===== src/rtl/muldiv_unit.sv =====
// ---------------------------------------------------------------------------
// muldiv_unit
//   Iterative multiply / divide unit holding the architectural HI/LO pair.
//   Multiply is shift-add, divide is restoring division; both retire
//   BITS_PER_CYCLE bits per RUN cycle, followed by one FIX cycle that applies
//   sign correction and writes HI/LO. mthi/mtlo write HI/LO directly.
//
// Ports
//   clk, rst      clock, synchronous active-high reset
//   start         request an operation (honoured only while idle)
//   op            00 mult, 01 div, 10 mthi, 11 mtlo
//   sign          1 = signed mult/div
//   cancel        abort in-flight operation / suppress a same-cycle start
//   a, b          operands (a is also the mthi/mtlo source)
//   busy          mult/div in progress
//   done          one-cycle pulse after HI/LO were written
//   hi, lo        architectural HI / LO registers
// ---------------------------------------------------------------------------
module muldiv_unit #(
    parameter int WIDTH          = 32,
    parameter int BITS_PER_CYCLE = 1
) (
    input  logic             clk,
    input  logic             rst,
    input  logic             start,
    input  logic [1:0]       op,
    input  logic             sign,
    input  logic             cancel,
    input  logic [WIDTH-1:0] a,
    input  logic [WIDTH-1:0] b,
    output logic             busy,
    output logic             done,
    output logic [WIDTH-1:0] hi,
    output logic [WIDTH-1:0] lo
);
    localparam int N     = WIDTH / BITS_PER_CYCLE;
    localparam int K     = BITS_PER_CYCLE;
    localparam int CNT_W = (N > 1) ? $clog2(N) : 1;
    localparam logic [CNT_W-1:0] LAST = CNT_W'(N - 1);

    typedef enum logic [1:0] {S_IDLE, S_RUN, S_FIX} state_t;

    state_t             r_state;
    logic               r_busy;
    logic               r_done;
    logic [WIDTH-1:0]   r_hi;
    logic [WIDTH-1:0]   r_lo;
    logic [CNT_W-1:0]   r_cnt;

    // Datapath state captured at start (not reset: only meaningful in RUN/FIX)
    logic [2*WIDTH-1:0] r_acc;     // mult: {partial product, multiplier}; div: {remainder, dividend/quotient}
    logic [WIDTH-1:0]   r_opnd;    // mult: multiplicand magnitude; div: divisor magnitude
    logic               r_div;
    logic               r_a_neg;
    logic               r_b_neg;
    logic               r_dz;
    logic [WIDTH-1:0]   r_a;

    logic               w_accept;
    logic               w_a_neg;
    logic               w_b_neg;
    logic [WIDTH-1:0]   w_a_mag;
    logic [WIDTH-1:0]   w_b_mag;

    assign w_accept = (r_state == S_IDLE) && start && !cancel;
    assign w_a_neg  = sign & a[WIDTH-1];
    assign w_b_neg  = sign & b[WIDTH-1];
    assign w_a_mag  = w_a_neg ? -a : a;
    assign w_b_mag  = w_b_neg ? -b : b;

    // ---- RUN stage: one multiply step (K multiplier bits) ----
    logic [WIDTH+K-1:0]   w_partial;
    logic [2*WIDTH+K-1:0] w_mul_wide;
    logic [2*WIDTH-1:0]   w_mul_next;

    // Upper half plus multiplicand*digit cannot exceed WIDTH+K bits, so the
    // carry is kept and shifted down into the accumulator with the low half.
    assign w_partial  = {{K{1'b0}}, r_acc[2*WIDTH-1:WIDTH]}
                      + ((WIDTH+K)'(r_opnd) * (WIDTH+K)'(r_acc[K-1:0]));
    assign w_mul_wide = {w_partial, r_acc[WIDTH-1:0]};
    assign w_mul_next = (2*WIDTH)'(w_mul_wide >> K);

    // ---- RUN stage: K restoring-division steps ----
    logic [WIDTH-1:0]   w_rem;
    logic [WIDTH-1:0]   w_quo;
    logic [WIDTH:0]     w_trial;

    always_comb begin
        w_rem   = r_acc[2*WIDTH-1:WIDTH];
        w_quo   = r_acc[WIDTH-1:0];
        w_trial = '0;
        for (int i = 0; i < K; i++) begin
            w_trial = {w_rem, w_quo[WIDTH-1]};
            w_quo   = {w_quo[WIDTH-2:0], 1'b0};
            if (w_trial >= {1'b0, r_opnd}) begin
                w_trial  = w_trial - {1'b0, r_opnd};
                w_quo[0] = 1'b1;
            end
            // remainder stays below the divisor, so it always fits WIDTH bits
            w_rem = w_trial[WIDTH-1:0];
        end
    end

    // ---- FIX stage: sign correction and result selection ----
    logic [2*WIDTH-1:0] w_prod;
    logic [WIDTH-1:0]   w_quo_fix;
    logic [WIDTH-1:0]   w_rem_fix;
    logic [WIDTH-1:0]   w_res_hi;
    logic [WIDTH-1:0]   w_res_lo;

    assign w_prod    = (r_a_neg ^ r_b_neg) ? -r_acc : r_acc;
    assign w_quo_fix = (r_a_neg ^ r_b_neg) ? -r_acc[WIDTH-1:0] : r_acc[WIDTH-1:0];
    assign w_rem_fix = r_a_neg ? -r_acc[2*WIDTH-1:WIDTH] : r_acc[2*WIDTH-1:WIDTH];

    always_comb begin
        w_res_hi = w_prod[2*WIDTH-1:WIDTH];
        w_res_lo = w_prod[WIDTH-1:0];
        if (r_div) begin
            if (r_dz) begin
                w_res_hi = r_a;
                w_res_lo = '1;
            end else begin
                w_res_hi = w_rem_fix;
                w_res_lo = w_quo_fix;
            end
        end
    end

    // ---- Control FSM and architectural registers ----
    always_ff @(posedge clk) begin
        if (rst) begin
            r_state <= S_IDLE;
            r_busy  <= 1'b0;
            r_done  <= 1'b0;
            r_hi    <= '0;
            r_lo    <= '0;
            r_cnt   <= '0;
        end else begin
            r_done <= 1'b0;
            unique case (r_state)
                S_IDLE: begin
                    if (w_accept) begin
                        if (op[1]) begin
                            if (op[0]) r_lo <= a;
                            else       r_hi <= a;
                            r_done <= 1'b1;
                        end else begin
                            r_state <= S_RUN;
                            r_busy  <= 1'b1;
                            r_cnt   <= '0;
                        end
                    end
                end
                S_RUN: begin
                    if (cancel) begin
                        r_state <= S_IDLE;
                        r_busy  <= 1'b0;
                    end else begin
                        r_cnt <= r_cnt + 1'b1;
                        if (r_cnt == LAST) r_state <= S_FIX;
                    end
                end
                S_FIX: begin
                    r_state <= S_IDLE;
                    r_busy  <= 1'b0;
                    if (!cancel) begin
                        r_hi   <= w_res_hi;
                        r_lo   <= w_res_lo;
                        r_done <= 1'b1;
                    end
                end
                default: begin
                    r_state <= S_IDLE;
                    r_busy  <= 1'b0;
                end
            endcase
        end
    end

    // ---- Operand capture and iteration datapath ----
    always_ff @(posedge clk) begin
        if (w_accept && !op[1]) begin
            r_div   <= op[0];
            r_a_neg <= w_a_neg;
            r_b_neg <= w_b_neg;
            r_a     <= a;
            r_dz    <= (b == '0);
            r_acc   <= op[0] ? {{WIDTH{1'b0}}, w_a_mag} : {{WIDTH{1'b0}}, w_b_mag};
            r_opnd  <= op[0] ? w_b_mag : w_a_mag;
        end else if (r_state == S_RUN) begin
            r_acc <= r_div ? {w_rem, w_quo} : w_mul_next;
        end
    end

    assign busy = r_busy;
    assign done = r_done;
    assign hi   = r_hi;
    assign lo   = r_lo;

endmodule


===== config.mk =====
export PLATFORM = sky130hd
export DESIGN_NAME = muldiv_unit
export DESIGN_NICKNAME = d
export VERILOG_FILES = /design/src/rtl/muldiv_unit.sv
export SDC_FILE = /design/constraint.sdc
export NUM_CORES = 1
export LEC_CHECK = 0
export CAP_MARGIN = 20
export CORE_MARGIN = 5
export CORE_UTILIZATION = 30
export CTS_BUF_LIST = sky130_fd_sc_hd__clkbuf_4
export DETAILED_ROUTE_END_ITERATION = 10
export SKIP_CTS_REPAIR_TIMING = 1
export SLEW_MARGIN = 25
export SYNTH_ARGS = -nofsm -noshare
export SYNTH_HDL_FRONTEND = slang
export SYNTH_SLANG_ARGS = --single-unit
export TNS_END_PERCENT = 1

===== constraint.sdc =====
create_clock -name clk -period 10 [get_ports clk]
set_clock_uncertainty 0.2 [all_clocks]
set_input_delay 2.5 -clock clk [delete_from_list [all_inputs] [get_ports clk]]
set_output_delay 2.5 -clock clk [all_outputs]
set_load 0.03 [all_outputs]

run_1/ff_map.png
Other sequential cells in the stronger gray, the rest of the logic in the fainter gray.
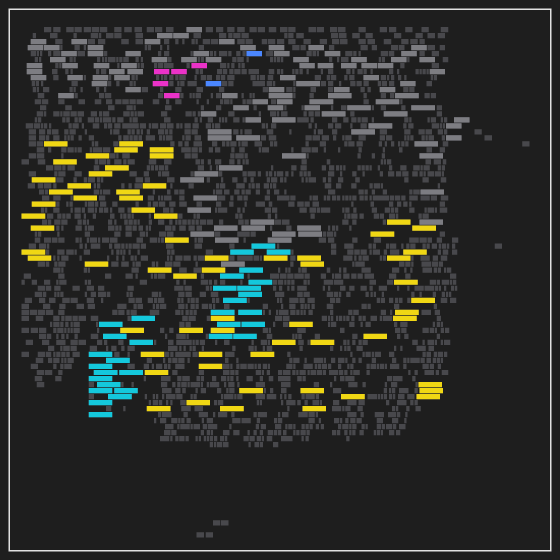
| signal | color | sequential cells |
|---|---|---|
| `r_state` | blue | 2 |
| `r_cnt` | magenta | 5 |
| `r_acc` | yellow | 64 |
| `r_opnd` | cyan | 32 |
Final Util: 35.6%
seq pwr: 1000 uW

run_1/clock_wires.png
Bar = 50 um.
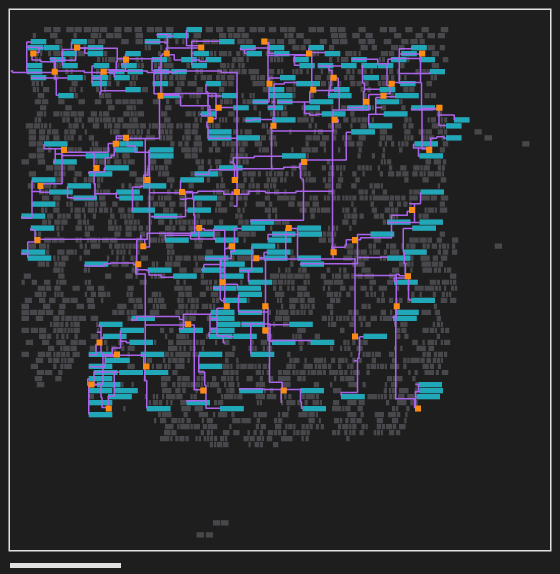
[clock wires] purple | length: 3630 um
[clock-net drivers] orange | count: 59
[flip-flops] cyan | count: 205
routed clock nets: 60

==> flow_summary_export.csv, run 1 <==
group,metric,value,unit
synth,ys_chip_area,0.0164,sq mm
finish,buffer_area_share,8.27,%
grt,grt_pass1_wl,94800,um
timing,fin_ws,4.76,ns
synth,floorplan.nets,2123,
run,maxCapViolations,0,
power_and_ir_drop,combPwrFrac,25.0,%
synth,syn_avg_cell_area,8.30,sq um
worst_setup_path,crit_cells,11,
placement,io_buffer_count,136,
cts,clock_latency,0.76,ns
finish,seq_share,28.2,%
worst_setup_path,reg2reg_slack,5.33,ns
synth,yosysTopAreaCellShare,24.1,%
min_path,holdPathEnd,"lo[31]",
worst_setup_path,r2r-end,"r_acc[62]",
timing,hold_viol,0,
timing,period_used_share,52.4,%
floorplanning,ioPinCount,137,
worst_setup_path,crit_fanout,5,
floorplanning,taps,696,
timing,whs,0.253,ns
finish,flop_area,0.00543,sq mm
timing,rsz0062_at_grt,"false",
finish,comb_share,53.7,%
floorplanning,fp.dieH,244,um
worst_setup_path,worstPathRequired,10.42,ns
timing,worstMarginPinSlew,1.03,ns
placement,dp_hpwl,46700,um
finish,clockNetworkAreaShare,3.82,%
synth,simple_gate_share,18.1,%
timing,fmax,0.191,GHz
timing,layout_min_cycle_time,5.24,ns
min_path,hold_class,"reg2reg",
timing,slew_headroom,31.6,%
floorplanning,fp-row-count,85,
synth,netlist_area,0.0164,sq mm
finish,multiInputCombCellCount,1582,
power_and_ir_drop,powerDensity,125,mW/mm^2
run_status,run_status,"complete, no violations",
finish,area_delta_synth_final,16.8,%
worst_setup_path,cp_cell_sequence,"clkdlybuf4s50_1, or3_1, nor3_1, nor3b_1, nand3b_1, nor4_2, or3b_1, nand2_1, nand3_1, o211ai_1, a21boi_1",
floorplanning,fp_util,30.4,%
finish,layout_top_cells,"227 x a21oi_1, 209 x nor2_1, 175 x nand2_1",
cts,clockRootBuffer,"clkbuf_4",
min_path,min_path_cells,2,
grt,grt.busiest_layer,"met2",
worst_setup_path,worstSetupStartpointType,"input port",
timing,slew_violations,0,
cts,clock_tree.buffer_depth,3,
synth,synth_cells,1980,
worst_setup_path,critPathBufInv,1,
synth,aoi_share,24.0,%
drt,viasPerCell,5.73,
run_1/m4.png
Supply wires on this layer in gray.
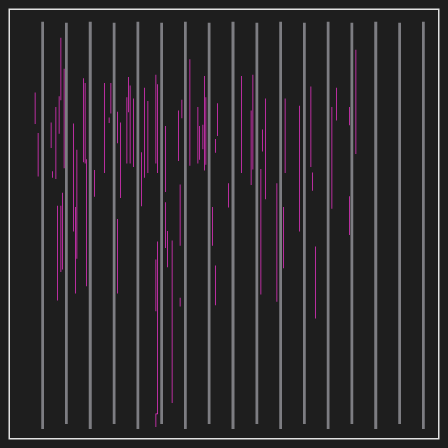
share of all routed wire: 4.3%
nets with wire on the layer: 55
main direction: vertical

run_1/sizing.png
Bar = 50 um.
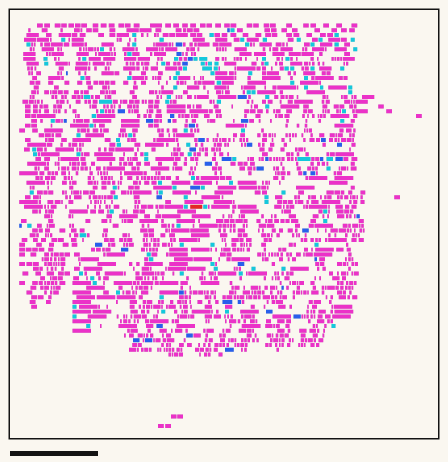

==> run 1 -> run 2 <==
==> constraint.sdc (replaced) <==
create_clock -name clk -period 5.44 [get_ports clk]
set_clock_uncertainty 0.2 [all_clocks]
set_input_delay 1.36 -clock clk [delete_from_list [all_inputs] [get_ports clk]]
set_output_delay 1.36 -clock clk [all_outputs]
set_load 0.03 [all_outputs]
run_2/sizing.png
Bar = 50 um.
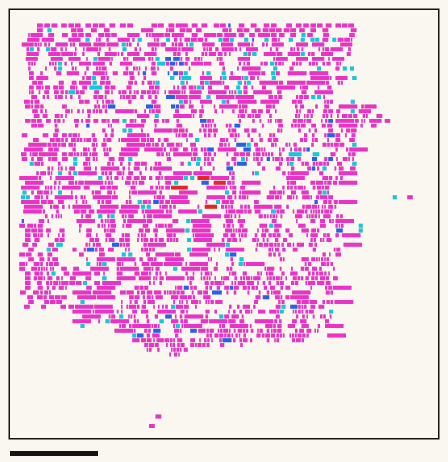
| size | color | cells | share |
|---|---|---|---|
| x6 and larger | red | 4 | 0.19% |
| x1 and smaller | magenta | 1955 | 91% |
| x2 | blue | 47 | 2.2% |
| x3 and x4 | cyan | 136 | 6.3% |

==> run 2 against run 1 <==
Die area stayed put; clock power grew 81%; non-clock buffer count grew 15; synthesized cell count did not move.
==> flow_summary_export.csv, run 2 <==
group,metric,value,unit
run_status,run_status,"complete, no violations",
finish,seq_share,28.1,%
min_path,hold_class,"reg2reg",
synth,syn_avg_cell_area,8.30,sq um
finish,layout_top_cells,"227 x a21oi_1, 209 x nor2_1, 174 x nand2_1",
floorplanning,ioPinCount,137,
placement,dp_hpwl,47600,um
worst_setup_path,cp_cell_sequence,"inv_1, buf_4, nor2_1, ha_1, and3_1, and2_1, a311oi_1, o21ai_0, nand4_1, and3_1, o21bai_1, nor4_1, a41o_1, a211oi_1",
synth,yosysTopAreaCellShare,24.1,%
floorplanning,fp-row-count,85,
cts,clock_latency,0.85,ns
finish,comb_share,53.3,%
finish,flop_area,0.00543,sq mm
worst_setup_path,r2r-end,"r_acc[56]",
timing,rsz0062_at_grt,"false",
run,maxCapViolations,0,
floorplanning,taps,696,
synth,most_common_cell,"a21oi_1",
finish,clockNetworkAreaShare,3.66,%
finish,fin_util,35.8,%
cts,clock_tree.buffer_depth,3,
synth,synth_cells,1980,
timing,hold_viol,0,
synth,ys_chip_area,0.0164,sq mm
finish,area_delta_synth_final,17.6,%
worst_setup_path,critPathBufInv,2,
finish,multiInputCombCellCount,1582,
worst_setup_path,worstSetupStartpointType,"register",
grt,grt_use_met2,32.3,%
worst_setup_path,crit_fanout,21,
worst_setup_path,reg2reg_slack,0.90,ns
finish,buffer_area_share,9.03,%
power_and_ir_drop,powerSeq,1840,uW
grt,grt_pass1_wl,94900,um
timing,fmax,0.220,GHz
power_and_ir_drop,powerDensity,227,mW/mm^2
synth,simple_gate_share,18.1,%
timing,period_used_share,83.4,%
min_path,holdPathEnd,"lo[31]",
timing,layout_min_cycle_time,4.54,ns
timing,slew_violations,0,
min_path,min_path_cells,2,
floorplanning,fp.dieH,244,um
synth,netlist_area,0.0164,sq mm
synth,floorplan.nets,2123,
timing,whs,0.255,ns
grt,grt.busiest_layer,"met2",
cts,clockRootBuffer,"clkbuf_4",
worst_setup_path,worstPathRequired,5.82,ns
floorplanning,fp_util,30.4,%
placement,io_buffer_count,136,
synth,aoi_share,24.0,%
run_2/clock_nets.png
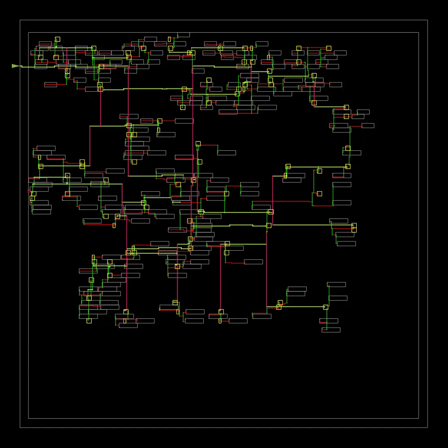
FFs & Latches: 205
Clock net power: 1440 uW
CLK BUF: 85
CTS Buf Count: 58
clk sink count: 205

Power and IR drop assume default switching activity.
